==> config.mk <==
export PLATFORM = sky130hd
export DESIGN_NAME = prescaled_digit_counter
export DESIGN_NICKNAME = d
export VERILOG_FILES = /design/src/rtl/prescaled_digit_counter.sv
export SDC_FILE = /design/constraint.sdc
export NUM_CORES = 1
export LEC_CHECK = 0
export CAP_MARGIN = 20
export CORE_MARGIN = 3
export CORE_UTILIZATION = 54
export CTS_BUF_LIST = sky130_fd_sc_hd__clkbuf_16
export CTS_CLUSTER_DIAMETER = 60
export CTS_CLUSTER_SIZE = 30
export DETAILED_ROUTE_END_ITERATION = 12
export HOLD_SLACK_MARGIN = 0.12
export MAX_ROUTING_LAYER = met4
export PLACE_DENSITY_LB_ADDON = 0.12
export SETUP_SLACK_MARGIN = 0.3
export SKIP_CTS_REPAIR_TIMING = 1
export SYNTH_ARGS = -nofsm -noshare
export SYNTH_HDL_FRONTEND = slang
export SYNTH_SLANG_ARGS = --single-unit
==> constraint.sdc <==
create_clock -name clk -period 8.3 [get_ports clk]
set_input_delay 1.66 -clock clk [delete_from_list [all_inputs] [get_ports clk]]
set_output_delay 1.66 -clock clk [all_outputs]
set_load 0.01 [all_outputs]
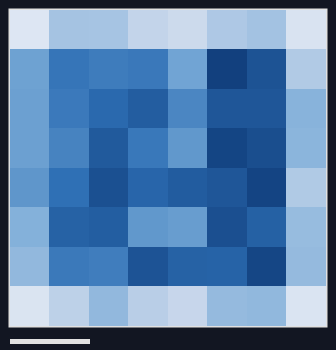
run_1/util_map.png
Scale bar: 20 um. 8 x 8 tiles, from white (low) to dark blue (high), 0 to 100% covered.
mean over tiles: 59%
fullest tile: 94%
tiles over 75% full: 34%
Layout Utilization: 76.48%
fp util: 58.19%
placeable core region: 4911 sq um

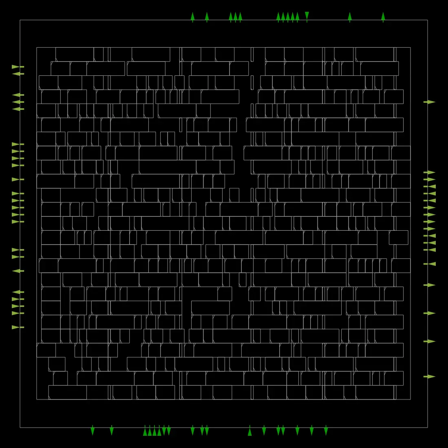
run_1/placed.png
Layout fillers: 386
Well Taps: 67
number of rows in the core area: 25

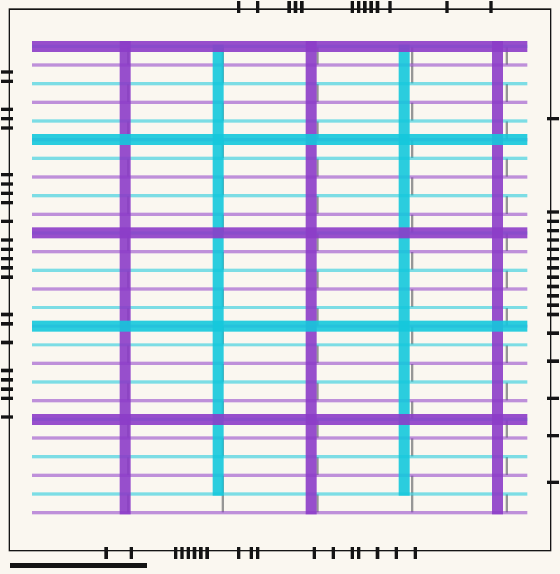
run_1/floorplan.png
Scale bar: 20 um. Pins as bars on the die edge. Tap cells in gray.
| color | net |
|---|---|
| cyan | VDD |
| purple | VSS |
met1 rails: 26
met4 straps: 5
peak supply drop: 0.0001016 V
die width: 78.75 um
vertical die dimension: 78.75 um

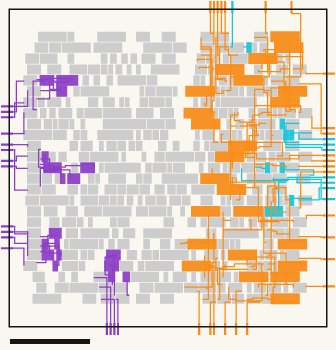
run_1/port_trees.png
Scale bar: 20 um.
| color | port | bits | direction | edge | end cells | buffers | wire |
|---|---|---|---|---|---|---|---|
| orange | pre_cnt | 24 | output | 11 east, 7 north, 6 south | 24 | 24 | 1050 um |
| purple | load_val | 16 | input | 12 west, 4 south | 25 | 16 | 296 um |
| cyan | period | 8 | input | 7 east, 1 north | 8 | 8 | 147 um |
number of port buffers: 71
top-level port count: 72

==> summary.txt, run 1 <==
Flow results are below.

- The count of tool warnings is 27, for reference.
- After synthesis, the share of cell area in mux cells is 2.539%.
- For the worst-skew pair, the clock arrives at the later sink with an insertion delay of 0.28 ns.
- The largest power group is the clock network, for reference.
- The worst hold path depth is 2, for reference.
- The number of sequential cells in the layout is 42, for reference.
- On the critical path the largest part of the delay comes from simple AND/OR/NAND/NOR gates.
- The report shows a maximum critical-path fanout of 23.
- The stage delay of the slowest cell on the critical path is 0.63 ns, for reference.
- Entering global routing, the biggest net connects 31 pins.
- Registers represent a cell area share of 22.39%.
- Walking the worst path, the cells encountered are clkdlybuf4s50_1 > inv_1 > ha_1 > or4b_4 > or4_4 > o211ai_1 > o21ai_2 > nand2_1 > nor2_1.
- After synthesis, the largest family of logic cells by area is simple AND/OR/NAND/NOR gates.
- In the Yosys stats the netlist draws on 56 distinct library cells.
- The part of the cycle the worst path needs is 54.01%, for reference.
- The final worst hold slack is 0.5499 ns, for reference.
- The met3 routed wirelength is 361 um, for reference.
- The startpoint-to-endpoint class of the critical path is primary input to flip-flop, for reference.
- Once layout is complete, the cells apart from fillers number 484.
- The number of pins exceeding their max-slew limit in the final report is 0, for reference.
- Summing the areas of all and, or, nand and nor instances in the mapped netlist gives 24.43% of the synthesized area.
- The routed design uses 3.732 mm of met2 wire.
- The remaining global-route overflow is 0, for reference.
- The number of global-route vias before repair is 2694, for reference.
- Logic depth along the worst register-to-register path is recorded as 7.
- The met1 global-route usage is 28.92%, for reference.
- The registers of the reported paths see a clock transition of 0.06 ns.
- The total global-route track usage is 25.06%, for reference.
- The instance area at placement is 3590 sq um, for reference.
- In the final layout, clock buffers and inverters account for 4.430% of the cell area.
- The logic depth of the worst setup path including buffers is 9, for reference.
- The root buffer cell is clkbuf_16, for reference.
- Per the post-run analysis, buffers plus inverters along the critical path come to 2.
- The register cell area after layout is 840.8 sq um, for reference.
- The biggest area contributor in the post-synthesis netlist is dfxtp_1.
- The worst setup path is captured at a flip-flop.
- The post-synth count of flops with an enable pin is 0.
- Multi-input logic gates represent a cell area share of 49.93%.
- The final worst-path setup slack is 3.817 ns, for reference.
- In the post-route report, total wirelength is listed as 7.245 mm.
- The global-route wire length before repair is 12.19 mm, for reference.
- The total power is 510.2 uW, for reference.
- The upper clock frequency limit is 223.1 MHz, for reference.
- The chip area line in the Yosys stat output reads 2858 sq um.
- The leading cell type by number of instances after synthesis is dfxtp_1, for reference.
- In this run the biggest area consumer among cell types represents 29.42% of the synthesized area.
- The number of nets with antenna violations after routing is 0, for reference.
- The clock sink count is 42, for reference.
- The cell count after placement is 476, for reference.
- By area, the class that comes first in the final layout consists of logic gates.
- The parity-gate share of the synthesized area counting xor and xnor cells is 8.888%, for reference.
- For this sky-water flow run, the detailed-routed wirelength per cell is reported as 14.97 um.
- In this run the tightest slew margin relative to its limit is 47.73%.
- The run finished with clean final reports.
- The worst setup slack before clock tree synthesis is 3.538 ns, for reference.
- The final layout report lists a clock buffer count of 5.
- On met3, the global router reports a usage of 3.401%.
- Clock tree synthesis inserted a total of 5 buffers.
- Setup repair after global routing left no endpoint under its margin.
- Of all flip-flops after synthesis, the portion carrying an async set or reset was 0%.
- For this run, the register share of the synthesized area comes to 29.42%.
- The count of vias placed by the detailed router is 2807, for reference.
- Using the TritonRoute via totals, the vias-per-cell ratio works out to 5.800.
- After synthesis the cells add up to 2858 sq um.
- The internal power of the cells totals 385.3 uW.
- Per the Yosys statistics, synthesis produced 350 cells.
- The antenna diode count is 0, for reference.
- In the routed design, unresolved DRC markers number 0.
- The number of max-cap violations is 0, for reference.
- The transition time at the pin with the least slew margin is 0.7822 ns, for reference.
- Of the total synthesized cell area, the portion taken by full adders, half adders and majority gates is 10.68%.
- The number of levels in the clock H-tree is 2, for reference.
- After the last flow step, the layout net total stands at 468.
- The multi-input combinational cell count is 276, for reference.
- The sum of routed wire segments on met1 is 3.042 mm, for reference.
- In the synthesized netlist, the number of instances is 350.
- The net count after synthesis is 402, for reference.
- The proportion of power drawn by combinational gates is 15.4%, for reference.
- The register with the most flip-flops in the layout has 24 of them.
- The initial antenna violation count is 0, for reference.
- The synthesized-area fraction occupied by ao, oa, aoi and oai cells is 19.09%, for reference.
- The part of the power in registers is 41.2%, for reference.
- The leakage power summed over all cells is 1.501 nW, for reference.
--- run 2 (diff from run 1) ---
CORE_UTILIZATION = 50   (was 54)
clock period = 4.41 ns   (was 8.3 ns; I/O delays follow)
==> run 2 against run 1 <==
Net effect: register-to-register slack worse by 3.5 ns; die size up 7.4%; synthesized cell count unchanged; largest power group is now sequential cells; combinational power up 91%; global-route usage down 1.8 points; synthesized area unchanged; power up 75%; worst hold slack worse by 0.032 ns; critical endpoint is now pre_cnt[7]; routed wire length down 3.4%; sequential power up 89%; utilization down 5.9 points.
==> summary.txt, run 2 <==
Flow results are below.

- The flow ran to the end, and the final reports show no timing, DRC or antenna violations.
- The area fraction of the largest cell type after synthesis is 29.42%.
- Sorting the synthesis cell report by count puts at the top dfxtp_1.
- The uppermost layer routed is met4, for reference.
- After routing, the total negative slack on setup checks comes to 0 ns.
- In the synthesized netlist, the dominant kind of combinational cell is simple AND/OR/NAND/NOR gates.
- Per the detail_route log, met3 wirelength is 335 um.
- The area figure in the yosys stat output is 2858 sq um, for reference.
- The part of the cycle the worst path needs is 76.36%, for reference.
- The clock network contribution to total cell area is 3.610%, for reference.
- The slowest stage of the critical path belongs to the cell or4_4.
- The report lists the cells along the critical path as clkdlybuf4s50_1 > inv_1 > ha_1 > or4b_4 > or4_4 > o211ai_1 > o21ai_2 > nand2_1 > buf_4 > nor2_1.
- The number of global-route vias before repair is 2763, for reference.
- Per report_power, the combinational group accounts for 16.8% of the total.
- The number of detailed-route iterations in the first pass is 4, for reference.
- The count of library flops with an enable pin is 0, for reference.
- The initial antenna violation count came to 0.
- For this run the aggregate overflow at the end of global routing stands at 0.
- Synthesis produced a netlist with a net count of 402.
- The count of input and output buffers is 71, for reference.
- The number of nets with antenna violations after routing is 0, for reference.
- The total global-route track usage is 23.23%, for reference.
- The reported combinational group power is 150 uW, for reference.
- The internal power component is 665.5 uW, for reference.
- After Yosys synthesis, full adders, half adders and majority gates account for 10.68% of the synthesized area.
- The clock group total power is 346 uW, for reference.
- The post-detailed-route via-to-cell ratio is 5.625, for reference.
- The count of placed standard cells in the final layout, fillers left out is 488, for reference.
- The cell count of the worst reg-to-reg path is 8, for reference.
- The synthesis report gives the async set-or-reset register share as 0%.
- The met2 wire length is 3.425 mm, for reference.
- The worst hold path was traced through 2 stages.
- Looking at the group totals, the largest power group turns out to be sequential cells.
- Counting the inverters off the clock network in the layout gives 19.
- Max-cap violations in this run came to 0.
- The biggest slice of the area belongs to logic gates.
- Of the total standard cell area in the layout, the multi-input combinational portion is 50.10%.
- The worst setup path is launched from a primary input.
- The parity-gate share of the synthesized area counting xor and xnor cells is 8.888%, for reference.
- Per the post-run analysis, buffers plus inverters along the critical path come to 3.
- The register with the most flip-flops in the layout has 24 of them.
- The insertion delay of the later-clocked pin in the worst-skew pair is 0.28 ns, for reference.
- The number of cell instances after yosys synthesis is 350, for reference.
- Routing resource usage on met3 recorded by global route was 4.276%.
- Once the floorplan was initialized, standard cells occupied 53.89% of the core.
- Counting buffers and inverters, the worst setup path is 10 cells deep.
- The post-synthesis cell type with the largest combined area is dfxtp_1, for reference.
- The tree built by TritonCTS fans out to 42 sinks.
- The netlist area before placement is 2858 sq um, for reference.
- The global routing report lists met1 layer usage as 26.80%.
- The routed layout has 2745 vias.
- For this run, the post-layout net count is 470.
- The remaining design rule violation count is 0, for reference.
- The detailed router put a total of 3.126 mm of wire on met1.
- The number of pins exceeding their max-slew limit in the final report is 0, for reference.
- After synthesis, the netlist uses 56 different library cells.
- The portion of synthesized area spent on multiplexers is 2.539%.
- Before CTS, the worst setup slack after placement is 0.7635 ns.
- Of the total synthesized cell area, the portion taken by AND-OR and OR-AND cells is 19.09%.
- After layout, the design draws a total of 891.1 uW.
- On the worst path, the slowest cell contributes a delay of 0.50 ns.
- The worst reg-to-reg setup slack is 1.74 ns, for reference.
- Counting the warning lines in the Yosys log gives 0.
- The cell count after synthesis came out at 350.
- Final hold analysis gives a worst-case slack of 0.5179 ns.
- The final worst-path setup slack is 1.042 ns, for reference.
- Per the OpenROAD floorplan log, the area of the die is 6659 sq um.
- Setup repair after global routing left no endpoint under its margin.
- The relative slew slack is 54.58%, for reference.
- The number of buffers added by the clock tree synthesis step is 5, for reference.
- Summing over the stages, the warning tally comes to 27.
- The nature of the critical path endpoint is a flip-flop, for reference.
- The startpoint-to-endpoint class of the critical path is primary input to flip-flop, for reference.
- The antenna diode count is 0, for reference.
- The proportion of power drawn by the clock network is 38.8%, for reference.
- The placement stage leaves a total instance area of 3608 sq um.
- The count of fill cells added during filler insertion is 440, for reference.
- The boundary pin count is 72, for reference.
- The cell count after placement is 481, for reference.
- The upper clock frequency limit is 296.9 MHz, for reference.
- The synthesized netlist devotes 24.43% of its cell area to simple gates.
- The layout clock buffer count is 5, for reference.
- The report lists the power per cell area as 238.0 nW/um^2.
- The first global-routing pass estimated 12.05 mm of wire.
- Looking at the critical path, the highest net fanout was 23.
- met2 track demand over resource after global routing is 40.47%.
- The part of the power in registers is 44.4%, for reference.
- Subtracting the final worst setup slack from the clock period gives 3.368 ns.
- The global routing's busiest layer is met2, for reference.
- The clock H-tree reported by CTS has 2 levels.
- At the end of the flow the core is filled with cells to 70.60%.
- After detailed routing, the average wire length per cell comes to 14.34 um.
- Entering global routing, the biggest net connects 31 pins.
- TritonCTS built the clock tree.
- Non-clock buffers in the final layout number 74.
- For reference, the clock transition at the flip-flops on the worst setup and hold paths is 0.06 ns.
- The kind of cell with the highest combined delay along the critical path is simple AND/OR/NAND/NOR gates.
- Per the OpenROAD power report, leakage power amounts to 1.498 nW.
- The overall routed net length is 7.000 mm, for reference.
- For the pin with the worst max-slew slack, the measured transition is 0.6805 ns.
- The root buffer cell is clkbuf_16, for reference.
- The share of synthesized area occupied by flip-flops and latches is 29.42%, for reference.
- The multi-input combinational cell count is 276, for reference.
- Summing all flip-flop and latch instances after layout gives 840.8 sq um.
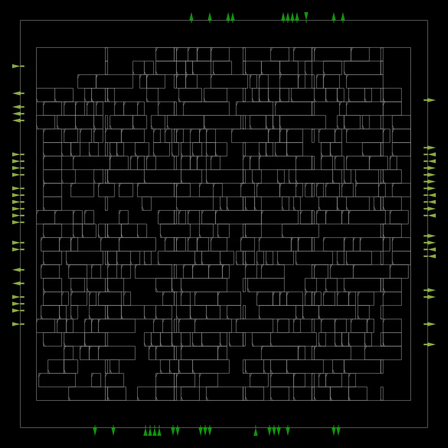
run_2/placed.png
Well Taps: 70
flop share of the area: 22.46%
number of rows in the core area: 26
number of sequential storage elements: 42

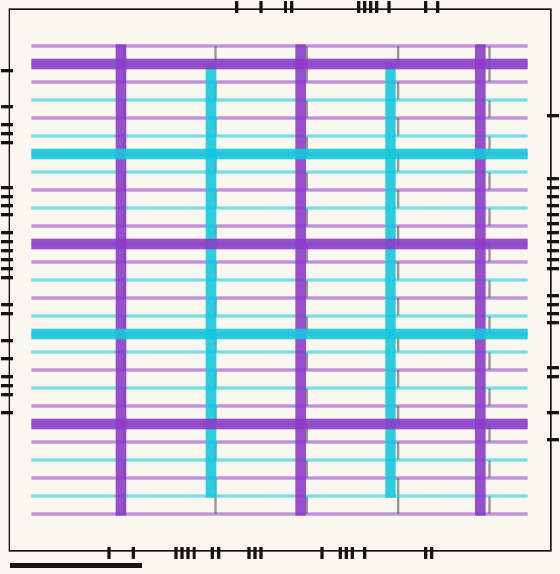
run_2/floorplan.png
Scale bar: 20 um. Pins as bars on the die edge. Tap cells in gray.
| color | net |
|---|---|
| cyan | VDD |
| purple | VSS |
rows: 26
met5 straps: 5
met4 straps: 5
placeable core region: 5303 sq um
vertical die dimension: 81.60 um
peak supply drop: 0.0001554 V
die width: 81.60 um

Power is estimated from default activity; no workload was simulated.
